`src/rtl/hack_kbd_pkg.sv`:
```
// Shared types, Hack special-key codes and the PS/2 set-2 to Hack key map.
package hack_kbd_pkg;

    typedef enum logic [1:0] {
        RX_IDLE   = 2'd0,
        RX_DATA   = 2'd1,
        RX_PARITY = 2'd2,
        RX_STOP   = 2'd3
    } rx_state_t;

    localparam logic [7:0] HK_SPACE  = 8'd32;
    localparam logic [7:0] HK_ENTER  = 8'd128;
    localparam logic [7:0] HK_BKSP   = 8'd129;
    localparam logic [7:0] HK_LEFT   = 8'd130;
    localparam logic [7:0] HK_UP     = 8'd131;
    localparam logic [7:0] HK_RIGHT  = 8'd132;
    localparam logic [7:0] HK_DOWN   = 8'd133;
    localparam logic [7:0] HK_HOME   = 8'd134;
    localparam logic [7:0] HK_END    = 8'd135;
    localparam logic [7:0] HK_PGUP   = 8'd136;
    localparam logic [7:0] HK_PGDN   = 8'd137;
    localparam logic [7:0] HK_INSERT = 8'd138;
    localparam logic [7:0] HK_DELETE = 8'd139;
    localparam logic [7:0] HK_ESC    = 8'd140;
    localparam logic [7:0] HK_F1     = 8'd141;

    // Returns 0 for unmapped keys.
    function automatic logic [7:0] ps2_to_hack(input logic ext, input logic shift,
                                               input logic [7:0] code);
        logic [7:0] r;
        r = 8'd0;
        if (ext) begin
            case (code)
                8'h6B: r = HK_LEFT;
                8'h75: r = HK_UP;
                8'h74: r = HK_RIGHT;
                8'h72: r = HK_DOWN;
                8'h6C: r = HK_HOME;
                8'h69: r = HK_END;
                8'h7D: r = HK_PGUP;
                8'h7A: r = HK_PGDN;
                8'h70: r = HK_INSERT;
                8'h71: r = HK_DELETE;
                8'h5A: r = HK_ENTER;
                default: r = 8'd0;
            endcase
        end else begin
            case (code)
                8'h1C: r = 8'd65;  8'h32: r = 8'd66;  8'h21: r = 8'd67;  8'h23: r = 8'd68;
                8'h24: r = 8'd69;  8'h2B: r = 8'd70;  8'h34: r = 8'd71;  8'h33: r = 8'd72;
                8'h43: r = 8'd73;  8'h3B: r = 8'd74;  8'h42: r = 8'd75;  8'h4B: r = 8'd76;
                8'h3A: r = 8'd77;  8'h31: r = 8'd78;  8'h44: r = 8'd79;  8'h4D: r = 8'd80;
                8'h15: r = 8'd81;  8'h2D: r = 8'd82;  8'h1B: r = 8'd83;  8'h2C: r = 8'd84;
                8'h3C: r = 8'd85;  8'h2A: r = 8'd86;  8'h1D: r = 8'd87;  8'h22: r = 8'd88;
                8'h35: r = 8'd89;  8'h1A: r = 8'd90;
                8'h45: r = shift ? 8'd41  : 8'd48;
                8'h16: r = shift ? 8'd33  : 8'd49;
                8'h1E: r = shift ? 8'd64  : 8'd50;
                8'h26: r = shift ? 8'd35  : 8'd51;
                8'h25: r = shift ? 8'd36  : 8'd52;
                8'h2E: r = shift ? 8'd37  : 8'd53;
                8'h36: r = shift ? 8'd94  : 8'd54;
                8'h3D: r = shift ? 8'd38  : 8'd55;
                8'h3E: r = shift ? 8'd42  : 8'd56;
                8'h46: r = shift ? 8'd40  : 8'd57;
                8'h0E: r = shift ? 8'd126 : 8'd96;
                8'h4E: r = shift ? 8'd95  : 8'd45;
                8'h55: r = shift ? 8'd43  : 8'd61;
                8'h54: r = shift ? 8'd123 : 8'd91;
                8'h5B: r = shift ? 8'd125 : 8'd93;
                8'h5D: r = shift ? 8'd124 : 8'd92;
                8'h4C: r = shift ? 8'd58  : 8'd59;
                8'h52: r = shift ? 8'd34  : 8'd39;
                8'h41: r = shift ? 8'd60  : 8'd44;
                8'h49: r = shift ? 8'd62  : 8'd46;
                8'h4A: r = shift ? 8'd63  : 8'd47;
                8'h29: r = HK_SPACE;
                8'h5A: r = HK_ENTER;
                8'h66: r = HK_BKSP;
                8'h76: r = HK_ESC;
                8'h05: r = HK_F1;
                8'h06: r = HK_F1 + 8'd1;
                8'h04: r = HK_F1 + 8'd2;
                8'h0C: r = HK_F1 + 8'd3;
                8'h03: r = HK_F1 + 8'd4;
                8'h0B: r = HK_F1 + 8'd5;
                8'h83: r = HK_F1 + 8'd6;
                8'h0A: r = HK_F1 + 8'd7;
                8'h01: r = HK_F1 + 8'd8;
                8'h09: r = HK_F1 + 8'd9;
                8'h78: r = HK_F1 + 8'd10;
                8'h07: r = HK_F1 + 8'd11;
                default: r = 8'd0;
            endcase
        end
        return r;
    endfunction

endpackage

```
`src/rtl/hack_keyboard_if.sv`:
```
// Keyboard port: raw PS/2 lines in, key code and receiver status out.
interface hack_keyboard_if #(parameter int unsigned WIDTH = 16);
    logic             ps2_clk;
    logic             ps2_data;
    logic [WIDTH-1:0] key_code;
    logic             scan_valid;
    logic [7:0]       scan_code;
    logic             frame_error;

    modport slave  (input ps2_clk, ps2_data,
                    output key_code, scan_valid, scan_code, frame_error);
    modport master (output ps2_clk, ps2_data,
                    input key_code, scan_valid, scan_code, frame_error);
endinterface

```
`src/rtl/ps2_rx.sv`:
```
// PS/2 frame receiver: synchronizer, clock glitch filter, bit FSM and frame timeout.
module ps2_rx
    import hack_kbd_pkg::*;
#(
    parameter int unsigned FILTER_LEN     = 8,
    parameter int unsigned TIMEOUT_CYCLES = 27175
) (
    input  logic       clk,
    input  logic       reset,
    input  logic       ps2_clk,
    input  logic       ps2_data,
    output logic       scan_valid,
    output logic [7:0] scan_code,
    output logic       frame_error
);
    localparam int unsigned FW = $clog2(FILTER_LEN + 1);
    localparam int unsigned TW = $clog2(TIMEOUT_CYCLES + 1);

    logic [1:0]    clk_sync_q, data_sync_q;
    logic          filt_q, filt_d;
    logic [FW-1:0] filt_cnt_q, filt_cnt_d;
    logic [TW-1:0] tcnt_q, tcnt_d;
    rx_state_t     state_q, state_d;
    logic [2:0]    bit_cnt_q, bit_cnt_d;
    logic [7:0]    shreg_q, shreg_d;
    logic          scan_valid_q, scan_valid_d;
    logic [7:0]    scan_code_q, scan_code_d;
    logic          frame_error_q, frame_error_d;
    logic          strobe_c, data_s;

    assign data_s = data_sync_q[1];

    always_comb begin
        filt_d     = filt_q;
        filt_cnt_d = '0;
        // Filtered level follows only after FILTER_LEN consecutive differing samples.
        if (clk_sync_q[1] != filt_q) begin
            if (filt_cnt_q == FW'(FILTER_LEN - 1)) filt_d = clk_sync_q[1];
            else filt_cnt_d = filt_cnt_q + FW'(1);
        end
        strobe_c = filt_q & ~filt_d;

        state_d       = state_q;
        bit_cnt_d     = bit_cnt_q;
        shreg_d       = shreg_q;
        scan_valid_d  = 1'b0;
        frame_error_d = 1'b0;
        scan_code_d   = scan_code_q;
        tcnt_d        = '0;
        if (strobe_c) begin
            case (state_q)
                RX_IDLE: if (!data_s) begin
                    state_d   = RX_DATA;
                    bit_cnt_d = 3'd0;
                end
                RX_DATA: begin
                    shreg_d   = {data_s, shreg_q[7:1]};
                    bit_cnt_d = bit_cnt_q + 3'd1;
                    if (bit_cnt_q == 3'd7) state_d = RX_PARITY;
                end
                RX_PARITY: begin
                    if (^{data_s, shreg_q}) state_d = RX_STOP;
                    else begin
                        frame_error_d = 1'b1;
                        state_d       = RX_IDLE;
                    end
                end
                RX_STOP: begin
                    state_d = RX_IDLE;
                    if (data_s) begin
                        scan_valid_d = 1'b1;
                        scan_code_d  = shreg_q;
                    end else begin
                        frame_error_d = 1'b1;
                    end
                end
                default: state_d = RX_IDLE;
            endcase
        end else if (state_q != RX_IDLE) begin
            // A strobe in the same cycle takes precedence over the timeout.
            if (tcnt_q == TW'(TIMEOUT_CYCLES - 1)) begin
                frame_error_d = 1'b1;
                state_d       = RX_IDLE;
            end else begin
                tcnt_d = tcnt_q + TW'(1);
            end
        end
    end

    always_ff @(posedge clk) begin
        if (!reset) begin
            clk_sync_q    <= 2'b11;
            data_sync_q   <= 2'b11;
            filt_q        <= 1'b1;
            filt_cnt_q    <= '0;
            tcnt_q        <= '0;
            state_q       <= RX_IDLE;
            bit_cnt_q     <= 3'd0;
            shreg_q       <= 8'd0;
            scan_valid_q  <= 1'b0;
            scan_code_q   <= 8'd0;
            frame_error_q <= 1'b0;
        end else begin
            clk_sync_q    <= {clk_sync_q[0], ps2_clk};
            data_sync_q   <= {data_sync_q[0], ps2_data};
            filt_q        <= filt_d;
            filt_cnt_q    <= filt_cnt_d;
            tcnt_q        <= tcnt_d;
            state_q       <= state_d;
            bit_cnt_q     <= bit_cnt_d;
            shreg_q       <= shreg_d;
            scan_valid_q  <= scan_valid_d;
            scan_code_q   <= scan_code_d;
            frame_error_q <= frame_error_d;
        end
    end

    assign scan_valid  = scan_valid_q;
    assign scan_code   = scan_code_q;
    assign frame_error = frame_error_q;

endmodule

```
`src/rtl/hack_keyboard.sv`:
```
// Hack keyboard slot: PS/2 receiver plus make/break decoder holding the current key code.
module hack_keyboard
    import hack_kbd_pkg::*;
#(
    parameter int unsigned WIDTH          = 16,
    parameter int unsigned FILTER_LEN     = 8,
    parameter int unsigned TIMEOUT_CYCLES = 27175
) (
    input  logic            clk,
    input  logic            reset,
    hack_keyboard_if.slave  kbd
);
    logic             rx_valid, rx_error;
    logic [7:0]       rx_code;
    logic             ext_q, ext_d, brk_q, brk_d, shift_q, shift_d;
    logic [WIDTH-1:0] key_code_q, key_code_d;
    logic [7:0]       mapped_c;

    ps2_rx #(
        .FILTER_LEN     (FILTER_LEN),
        .TIMEOUT_CYCLES (TIMEOUT_CYCLES)
    ) u_rx (
        .clk         (clk),
        .reset       (reset),
        .ps2_clk     (kbd.ps2_clk),
        .ps2_data    (kbd.ps2_data),
        .scan_valid  (rx_valid),
        .scan_code   (rx_code),
        .frame_error (rx_error)
    );

    always_comb begin
        ext_d      = ext_q;
        brk_d      = brk_q;
        shift_d    = shift_q;
        key_code_d = key_code_q;
        mapped_c   = ps2_to_hack(ext_q, shift_q, rx_code);
        if (rx_valid) begin
            if (rx_code == 8'hE0) ext_d = 1'b1;
            else if (rx_code == 8'hF0) brk_d = 1'b1;
            else begin
                ext_d = 1'b0;
                brk_d = 1'b0;
                if (!ext_q && (rx_code == 8'h12 || rx_code == 8'h59)) begin
                    shift_d = !brk_q;
                end else if (mapped_c != 8'd0) begin
                    // Releasing a key other than the displayed one leaves it in place.
                    if (!brk_q) key_code_d = WIDTH'(mapped_c);
                    else if (key_code_q == WIDTH'(mapped_c)) key_code_d = '0;
                end
            end
        end
    end

    always_ff @(posedge clk) begin
        if (!reset) begin
            ext_q      <= 1'b0;
            brk_q      <= 1'b0;
            shift_q    <= 1'b0;
            key_code_q <= '0;
        end else begin
            ext_q      <= ext_d;
            brk_q      <= brk_d;
            shift_q    <= shift_d;
            key_code_q <= key_code_d;
        end
    end

    assign kbd.key_code    = key_code_q;
    assign kbd.scan_valid  = rx_valid;
    assign kbd.scan_code   = rx_code;
    assign kbd.frame_error = rx_error;

endmodule
```
`src/flat_wrapper.sv`:
```
// flat-port wrapper written by rule: the top's interface ports become plain ports
module hack_keyboard_flat import hack_kbd_pkg::*;
#(
    parameter int unsigned WIDTH          = 16,
    parameter int unsigned FILTER_LEN     = 8,
    parameter int unsigned TIMEOUT_CYCLES = 27175
)
  (clk, reset, kbd_ps2_clk, kbd_ps2_data, kbd_key_code, kbd_scan_valid, kbd_scan_code, kbd_frame_error);
  hack_keyboard_if #(.WIDTH(WIDTH)) kbd_i ();
  input  logic clk;
  input  logic reset;
  input wire logic [$bits(kbd_i.ps2_clk)-1:0] kbd_ps2_clk;
  input wire logic [$bits(kbd_i.ps2_data)-1:0] kbd_ps2_data;
  output wire logic [$bits(kbd_i.key_code)-1:0] kbd_key_code;
  output wire logic [$bits(kbd_i.scan_valid)-1:0] kbd_scan_valid;
  output wire logic [$bits(kbd_i.scan_code)-1:0] kbd_scan_code;
  output wire logic [$bits(kbd_i.frame_error)-1:0] kbd_frame_error;
  assign kbd_i.ps2_clk = kbd_ps2_clk;
  assign kbd_i.ps2_data = kbd_ps2_data;
  assign kbd_key_code = kbd_i.key_code;
  assign kbd_scan_valid = kbd_i.scan_valid;
  assign kbd_scan_code = kbd_i.scan_code;
  assign kbd_frame_error = kbd_i.frame_error;
  hack_keyboard #(.WIDTH(WIDTH), .FILTER_LEN(FILTER_LEN), .TIMEOUT_CYCLES(TIMEOUT_CYCLES)) u_core (.clk(clk), .reset(reset), .kbd(kbd_i));
endmodule
```
`config.mk`:
```
export PLATFORM = sky130hd
export DESIGN_NAME = hack_keyboard_flat
export DESIGN_NICKNAME = d
export VERILOG_FILES = /design/src/rtl/hack_kbd_pkg.sv /design/src/rtl/hack_keyboard_if.sv /design/src/rtl/ps2_rx.sv /design/src/rtl/hack_keyboard.sv /design/src/flat_wrapper.sv
export SDC_FILE = /design/constraint.sdc
export NUM_CORES = 1
export LEC_CHECK = 0
export CAP_MARGIN = 20
export CORE_MARGIN = 10
export CORE_UTILIZATION = 56
export CTS_BUF_LIST = sky130_fd_sc_hd__clkbuf_8
export CTS_CLUSTER_DIAMETER = 120
export CTS_CLUSTER_SIZE = 10
export DETAILED_ROUTE_END_ITERATION = 6
export PLACE_DENSITY = 0.79
export SYNTH_ARGS = -nofsm -noshare
export SYNTH_HDL_FRONTEND = slang
export SYNTH_SLANG_ARGS = --single-unit
```
`constraint.sdc`:
```
create_clock -name clk -period 2.65 [get_ports clk]
set_input_delay 0.3975 -clock clk [delete_from_list [all_inputs] [get_ports clk]]
set_output_delay 0.3975 -clock clk [all_outputs]
set_load 0.03 [all_outputs]
```
Fig. 1: run 1, cell sizes after repair
Scale: 4 px per um.
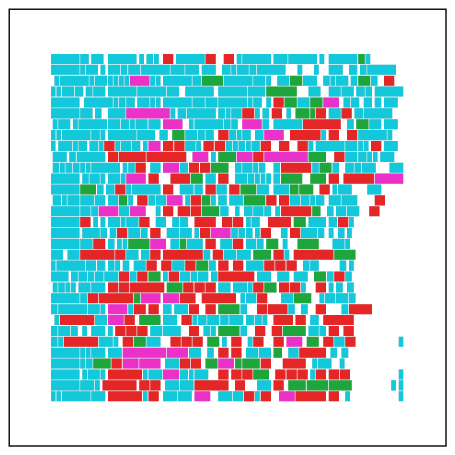
x1 and smaller -> cyan  # cells 466, share 65%
x6 and larger -> magenta  # cells 31, share 4.3%
x2 -> green  # cells 57, share 7.9%
x3 and x4 -> red  # cells 164, share 23%

Fig. 2: run 1, met2 routing
Scale: 2 px per um. Cells faint in the background.
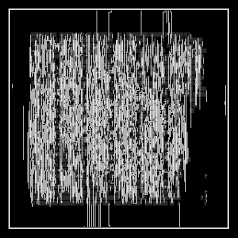
longest straight run = 37.1 um
wire length on this layer = 8,920 um
nets with wire on the layer = 672

Fig. 3: run 1, gate families picked out
Scale: 4 px per um.
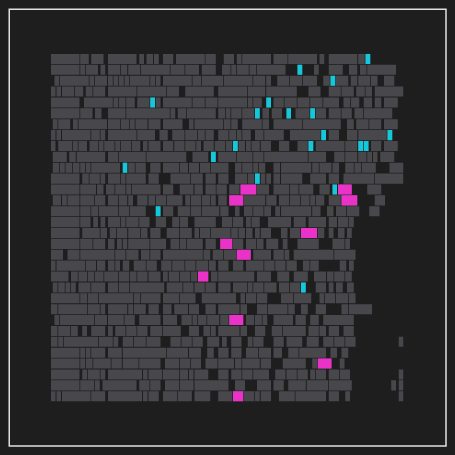
non-inverting ao/oa cells -> magenta  # cells 11
inv cells -> cyan  # cells 20

==> out/metrics.csv, run 1 <==
metric,value,unit
result of the run,"finished, violations left",
violated checks,setup timing,
"Seq share, synth",26.3,%
global router's overall resource usage,27.9,%
min setup slack post-route,-143,ps
quantity of hold-fixing buffers added after cts,0,
peak-usage layer in the global routing report,met2,
first-pass GRT wire length,26.5,mm
post-layout minimum cycle time,2790,ps
vertical die dimension,109,um
"Setup violations, final",8,
"flip-flop count of the largest register, all copies and words added",15,
overall chip area,0.0118,mm2
library cells used by synthesis,77,
Crit path max-delay family,AND-OR/OR-AND gates,
Clk power,1.05,mW
Syn Inst Count,575,
Fmax achieved,0.358,GHz
fraction of power consumed by sequential logic,44.3,%
WL/cell,24.3,um
last element of the critical path,u_core.kbd.key_code[0],
dpl cells,773,
delay of the slowest cell on the worst path,420,ps
==> run 1: stage by stage <==
stage | worst slack, ps | util (%) | power (mW)
2_1_floorplan | 7.42 | - | 0.936
3_3_place_gp | -205 | 70.2 | 0.938
3_5_place_dp | -273 | 70.2 | 0.939
4_1_cts | 1.42 | 78.1 | 1.95
5_1_grt | -277 | 83.3 | 2.00
6_report | -143 | 83.3 | 1.96
==> run 1: kinds of logic after synthesis <==
group / share of synthesized area (%)
fa+ha+maj: 1.64
flops: 26.3
mux: 2.75
other cells: 0.0849
xor+xnor: 7.54
compound gates: 21.7
buf+inv: 8.16
simple gates: 31.9
==> run 1: synth_stat cells, types with 6 or more instances <==
cell type | number | area [um2]
nor2_1 | 62 | 233
dfxtp_1 | 58 | 1160
nand2_1 | 48 | 180
a21oi_1 | 33 | 165
o21ai_0 | 24 | 120
nand3_1 | 21 | 105
inv_1 | 19 | 71.3
xnor2_1 | 19 | 166
xor2_1 | 19 | 166
clkbuf_1 | 18 | 67.6
nor3_1 | 18 | 90.1
buf_2 | 17 | 85.1
nand2b_1 | 17 | 106
buf_4 | 14 | 105
a31oi_1 | 12 | 75.1
mux2i_1 | 11 | 110
nand4_1 | 9 | 56.3
nor3b_1 | 9 | 67.6
o21ai_1 | 9 | 45.0
a32oi_1 | 8 | 70.1
nor2b_1 | 7 | 43.8
nand3b_1 | 6 | 45.0
o2111ai_1 | 6 | 52.6
==> run 1: layout make-up <==
cell class / count / area [um2] / share of cell area (%)
flip-flops and latches: 58 / 1190 / 18.6
clock inverters: 7 / 125 / 1.95
inverters: 20 / 75.1 / 1.17
well taps: 102 / 128 / 1.99
clock buffers: 9 / 124 / 1.93
multi-input cells: 452 / 3340 / 52.2
repair buffers: 172 / 1420 / 22.1
Fig. 4: run 1, the metal 3 layer
Scale: 2 px per um.
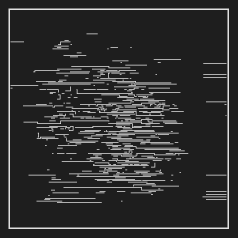

==> run 1 -> run 2 <==
--- a/config.mk
+++ b/config.mk
@@ -6,6 +6,7 @@
 export NUM_CORES = 1
 export LEC_CHECK = 0
 export CAP_MARGIN = 20
+export CORE_ASPECT_RATIO = 0.9
 export CORE_MARGIN = 10
 export CORE_UTILIZATION = 56
 export CTS_BUF_LIST = sky130_fd_sc_hd__clkbuf_8
Fig. 5: run 2, the metal 3 layer
Scale: 2 px per um.
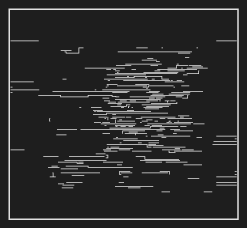
main direction = horizontal
longest straight run = 42.1 um
nets with wire on the layer = 152
share of all routed wire = 10%

==> run 2 against run 1 <==
Net effect:
- the flow finishes with violations (DRC, setup timing)
- highest routed layer unchanged
- largest cell class unchanged
- design area grew 3.5%
- first-iteration DRC count decreased by 9.7%
- critical endpoint is now u_core.kbd.key_code[3]
- setup slack better by 90 ps
- critical path type unchanged
- clock-buffer cell count rose by 2
==> out/metrics.csv, run 2 <==
metric,value,unit,change
result of the run,"finished, violations left",,
violated checks,"DRC, setup timing",,
library cells used by synthesis,77,,unchanged
most popular library cell in the synthesized design by count,nor2_1,,
"Setup violations, final",8,,unchanged
share of the clock period used by the worst path after layout,102,%,
vertical die dimension,104,um,-4.2%
final core utilization,87.0,%,+3.7 points
"area leader, netlist",dfxtp_1,,
Syn Inst Count,575,,unchanged
most numerous cell types in the synthesized netlist,"nor2_1 (62), dfxtp_1 (58), nand2_1 (48)",,
peak-usage layer in the global routing report,met2,,
first-pass GRT wire length,25.3,mm,-4.5%
overall chip area,0.0118,mm2,about the same
global router's overall resource usage,25.7,%,-2.2 points
share of layout cells above drive strength 1,35.7,%,
min setup slack post-route,-53.3,ps,+89.8 ps
total DRC errors in the routed layout,7,,
delay of the slowest cell on the worst path,400,ps,-20 ps
total power,1.87,mW,-4.9%
WL/cell,21.5,um,-11%
skew final,11.5,ps,
"flip-flop count of the largest register, all copies and words added",15,,unchanged
"Seq share, synth",26.3,%,unchanged
area share of the largest cell type after synthesis,26.3,%,unchanged
grt met2 use,41.8,%,
GR met1 Demand/Resource,31.9,%,
-- run 2: worst paths after layout --
check,slack (ps),depth (start not counted),end
worst max-delay path,-50,14,u_core.kbd.key_code[3]
worst min-delay path,410,1,u_core.u_rx.data_sync_q[1]
worst max register to register,-50,14,u_core.kbd.key_code[3]
worst min register to register,410,1,u_core.u_rx.data_sync_q[1]
-- run 2: metal layers --
metal	routed length, um	share of wire (%)
met5	0	0
met2	8130	46
met4	938	5.3
met3	1790	10
met1	6750	38
-- run 2: final cells by class --
cell class                 instances  area, um2
clock inverter                     5       77.6
tap                               96        120
timing repair buffer             176       1620
clock buffer                      11        151
multi-input combinational        452       3390
inverter                          20       75.1
fill                             395        991
sequential                        58       1190
-- run 2: timing repair --
action / CTS / global route
resized: 37 / 128
pin swaps: 7 / 44
buffers inserted: 3 / 33
hold buffers: 0 / 0
hold endpoints to repair: 0 / 0
setup endpoints to repair: 8 / 8
cloned: 1 / 2
-- run 2: metrics by stage --
stage | instances | worst slack, ps | instance area [um2]
detailed placement | 766 | -230 | 5410
global placement | 766 | -189 | 5410
CTS | 786 | 2.16 | 5810
finish | 818 | -53.3 | 6630
floorplan | 582 | 7.42 | 4440
global route | 818 | -135 | 6630
-- run 2: cell families after synthesis --
group	synth area share, %
AOI/OAI and AO/OA	21.7
other	0.0849
xor gates and xnor gates	7.54
and+or+nand+nor	31.9
buffers and inverters	8.16
muxes	2.75
DFF	26.3
adders and majority gates	1.64
-- run 2: report_power, final --
group	leakage, nW	switching, mW	internal (mW)
Clock	0.121	0.376	0.578
Sequential	0.475	0.00274	0.866
Combinational	1.91	0.0327	0.0106
Power figures rest on the tool's default switching activity, not on a simulated workload.
